**src/rtl/vcd_sched.sv**
```systemverilog
// vcd_sched: one-packet-in-flight VC allocator with per-VC credit counters and a sticky error flag.
// Define VCD_SCHED_RR_EN for round-robin allocation; otherwise the lowest-index VC with credit wins.
module vcd_sched #(
   parameter int VCN = 2,
   parameter int CRD = 4,
   parameter int CW  = $clog2(CRD + 1)
) (
   input  logic                clk,
   input  logic                rst,
   input  logic                in_vld,
   input  logic [2:0]          in_ft,
   output logic                in_rdy,
   output logic [VCN-1:0]      divc,
   input  logic [VCN-1:0]      crd_ret,
   output logic [VCN*CW-1:0]   vc_crd,
   output logic                err
);

   localparam int            IW    = (VCN > 1) ? $clog2(VCN) : 1;
   localparam logic [CW-1:0] CRD_V = CW'(CRD);

   typedef enum logic {IDLE, XFER} state_t;

   state_t          state_q, state_d;
   logic [IW-1:0]   sel_q, sel_d;
   logic            first_q, first_d;
   logic            err_q, err_d;
   logic [CW-1:0]   crd_q [VCN];
   logic [CW-1:0]   crd_d [VCN];
   logic [VCN-1:0]  has_crd;
   logic [VCN-1:0]  sat;
   logic            xfer;
   logic            alloc;
   logic            grant_vld;
   logic [IW-1:0]   grant_idx;
   logic            unused_ft_body;
`ifdef VCD_SCHED_RR_EN
   logic [IW-1:0]   ptr_q, ptr_d;
`endif

   // Body flits carry no information beyond "neither head nor tail".
   assign unused_ft_body = in_ft[1];

   for (genvar gi = 0; gi < VCN; gi++) begin : g_vc
      assign has_crd[gi]              = (crd_q[gi] != '0);
      assign vc_crd[gi*CW +: CW]      = crd_q[gi];
   end

   assign xfer  = (state_q == XFER) && in_vld && has_crd[sel_q];
   assign alloc = (state_q == IDLE) && in_vld && in_ft[0] && grant_vld;

   // Descending scan so the lowest-offset candidate is the final assignment.
   always_comb begin
      grant_vld = |has_crd;
      grant_idx = '0;
      for (int k = VCN - 1; k >= 0; k--) begin
`ifdef VCD_SCHED_RR_EN
         if (has_crd[IW'((int'(ptr_q) + k) % VCN)])
            grant_idx = IW'((int'(ptr_q) + k) % VCN);
`else
         if (has_crd[k])
            grant_idx = IW'(k);
`endif
      end
   end

   always_comb begin
      state_d = state_q;
      case (state_q)
         IDLE:    if (alloc) state_d = XFER;
         XFER:    if (xfer && in_ft[2]) state_d = IDLE;
         default: state_d = IDLE;
      endcase
   end

   always_comb begin
      sel_d   = sel_q;
      first_d = first_q;
`ifdef VCD_SCHED_RR_EN
      ptr_d   = ptr_q;
`endif
      if (alloc) begin
         sel_d   = grant_idx;
         first_d = 1'b1;
`ifdef VCD_SCHED_RR_EN
         ptr_d   = IW'((int'(grant_idx) + 1) % VCN);
`endif
      end else if (xfer) begin
         first_d = 1'b0;
      end
   end

   // A return and a transfer on the same VC cancel; a lone return on a full VC saturates.
   always_comb begin
      for (int i = 0; i < VCN; i++) begin
         crd_d[i] = crd_q[i];
         sat[i]   = 1'b0;
         if (crd_ret[i] && !(xfer && sel_q == IW'(i))) begin
            if (crd_q[i] == CRD_V) sat[i]   = 1'b1;
            else                   crd_d[i] = crd_q[i] + 1'b1;
         end else if (!crd_ret[i] && xfer && sel_q == IW'(i)) begin
            crd_d[i] = crd_q[i] - 1'b1;
         end
      end
   end

   always_comb begin
      err_d = err_q
            | ((state_q == IDLE) && in_vld && !in_ft[0])
            | (xfer && in_ft[0] && !first_q)
            | (|sat);
   end

   always_comb begin
      in_rdy = 1'b0;
      divc   = '0;
      if (state_q == XFER) begin
         divc[sel_q] = 1'b1;
         in_rdy      = has_crd[sel_q];
      end
   end

   assign err = err_q;

   always_ff @(posedge clk or posedge rst) begin
      if (rst) state_q <= IDLE;
      else     state_q <= state_d;
   end

   always_ff @(posedge clk or posedge rst) begin
      if (rst) begin
         sel_q   <= '0;
         first_q <= 1'b0;
         err_q   <= 1'b0;
         for (int i = 0; i < VCN; i++) crd_q[i] <= CRD_V;
`ifdef VCD_SCHED_RR_EN
         ptr_q   <= '0;
`endif
      end else begin
         sel_q   <= sel_d;
         first_q <= first_d;
         err_q   <= err_d;
         for (int i = 0; i < VCN; i++) crd_q[i] <= crd_d[i];
`ifdef VCD_SCHED_RR_EN
         ptr_q   <= ptr_d;
`endif
      end
   end

endmodule
```
**config.mk**
```make
export PLATFORM = sky130hd
export DESIGN_NAME = vcd_sched
export DESIGN_NICKNAME = d
export VERILOG_FILES = /design/src/rtl/vcd_sched.sv
export SDC_FILE = /design/constraint.sdc
export NUM_CORES = 1
export LEC_CHECK = 0
export ABC_AREA = 1
export ABC_CLOCK_PERIOD_IN_PS = 2000
export CORE_MARGIN = 10
export CORE_UTILIZATION = 35
export CTS_CLUSTER_DIAMETER = 40
export DETAILED_ROUTE_END_ITERATION = 6
export GPL_ROUTABILITY_DRIVEN = 0
export PLACE_DENSITY_LB_ADDON = 0.12
export SETUP_SLACK_MARGIN = 0.05
export SLEW_MARGIN = 20
export SYNTH_ARGS = -nofsm -noshare
export SYNTH_HDL_FRONTEND = slang
export SYNTH_SLANG_ARGS = --single-unit
```
**constraint.sdc**
```tcl
create_clock -name clk -period 2 [get_ports clk]
set_clock_uncertainty 0.15 [all_clocks]
set_input_delay 0.2 -clock clk [delete_from_list [all_inputs] [get_ports clk]]
set_output_delay 0.2 -clock clk [all_outputs]
set_load 0.005 [all_outputs]
```
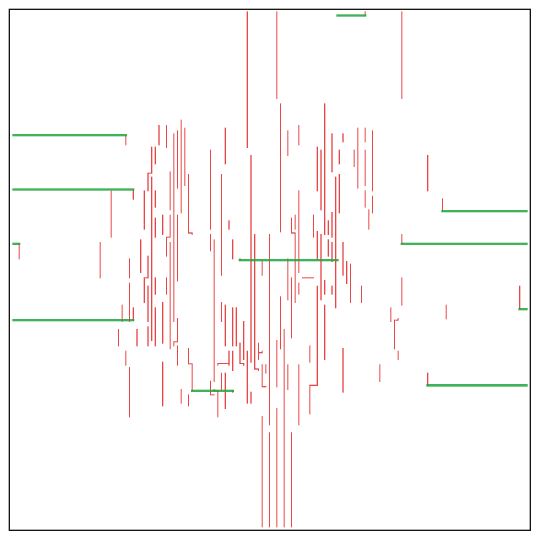
(images/wires.png)
Drawn at 8 px/um. Two of the layers only.
Key: metal 3 = green [wire length 105 um]; metal 2 = red [wire length 782 um]
wire length per cell: 11.2 um
Post-Route WL: 1660 um
GRT Util Overall: 8.82%
routed vias: 686

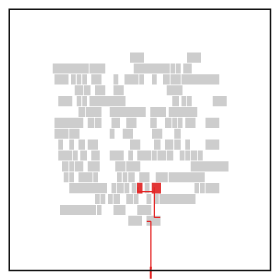
(images/io_fan.png)
Drawn at 4 px/um.
Key: `in_vld` = red [bits 1, direction input, edge south, end cells 2, buffers 1, wire 26.7 um]
I/O Buffers: 16
num ports: 18

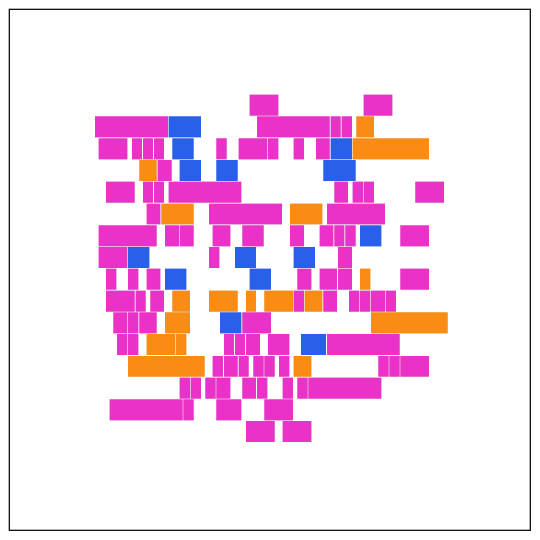
(images/sizes.png)
Drawn at 8 px/um.
Key: _0 and _1 cells = magenta [cells 91, share 75%]; _3 and _4 cells = blue [cells 14, share 11%]; _2 cells = orange [cells 17, share 14%]
setup ws final: 214 ps
Buffers excl. clock: 24

==> CHANGELOG.md <==
### Changed

- Status: finished, final reports clean
- Clock Sinks: 10
- Area Overhead vs Synth: 40.4%
- Power in combinational cells: roughly 900 uW
- Max Slew Vio Count: 0
- Wl on met1: 745 um
- Final setup vio count: 0
- CP endpoint kind: output port
- CP arrival: 1440 ps
- Resized Gates After CTS: 1
- Fin cells: 149
- Clock group total power: approximately 150 uW
- Final Critical Period: between 1500 and 2000 ps
- Hold Vio Cnt, Final: 0
- Chip Area: 4220 sq um
- VDD IR max: 0.758 mV
- Avg Inst Size Synth: 7.52 sq um
- Fp util: a little over a third
- Ys flop type: dfrtp_1
- Sw power: around 650 uW
- Most common logic cells in the final layout: nand2_1 (26), clkdlybuf4s50_1 (15), nand3_1 (13), inv_1 (11), buf_4 (8)
- WP buf/inv: 2
- Initial DRT Pass Iterations: 4
- Starting DRT DRC Count: 7
- RSZ-0062 raised after global routing: false
- Unique masters post-synth: 21
- CTS tree: built
- Worst-path clk slew: 70 ps
- Largest net degree at the start of global routing: 11
- Die X: 64.9 um
- Cell count listed in synth_stat.txt: 94
- YS chip area: 707 sq um
- Post-layout nets: 133
- Share of layout cells above drive strength 1: 25.4%
- Antenna fix cells: 0
- Core Util, Final: 51.1%
- Post-synth EDFFs: 0
- Slew headroom: 72.1%
[area by class of cell]
| class | instances | area (sq um) | share of cell area (%) |
|---|---|---|---|
| inverter | 15 | 61.3 | 6.18 |
| sequential | 10 | 254 | 25.6 |
| clock buffer | 4 | 26.3 | 2.65 |
| timing repair buffer | 24 | 219 | 22.1 |
| multi-input combinational | 69 | 398 | 40.1 |
| tap | 27 | 33.8 | 3.40 |
[kinds of logic (layout without fill, tap and decap cells)]
| family | after synthesis | in the layout | synth area share, % |
|---|---|---|---|
| AND-OR/OR-AND | 8 | 8 | 6.90 |
| adder cells (fa/ha/maj) | 2 | 2 | 5.66 |
| AND/OR/NAND/NOR | 59 | 59 | 43.0 |
| buffers and inverters | 15 | 43 | 8.67 |
| flip-flops | 10 | 10 | 35.8 |
Power figures rest on the tool's default switching activity, not on a simulated workload.
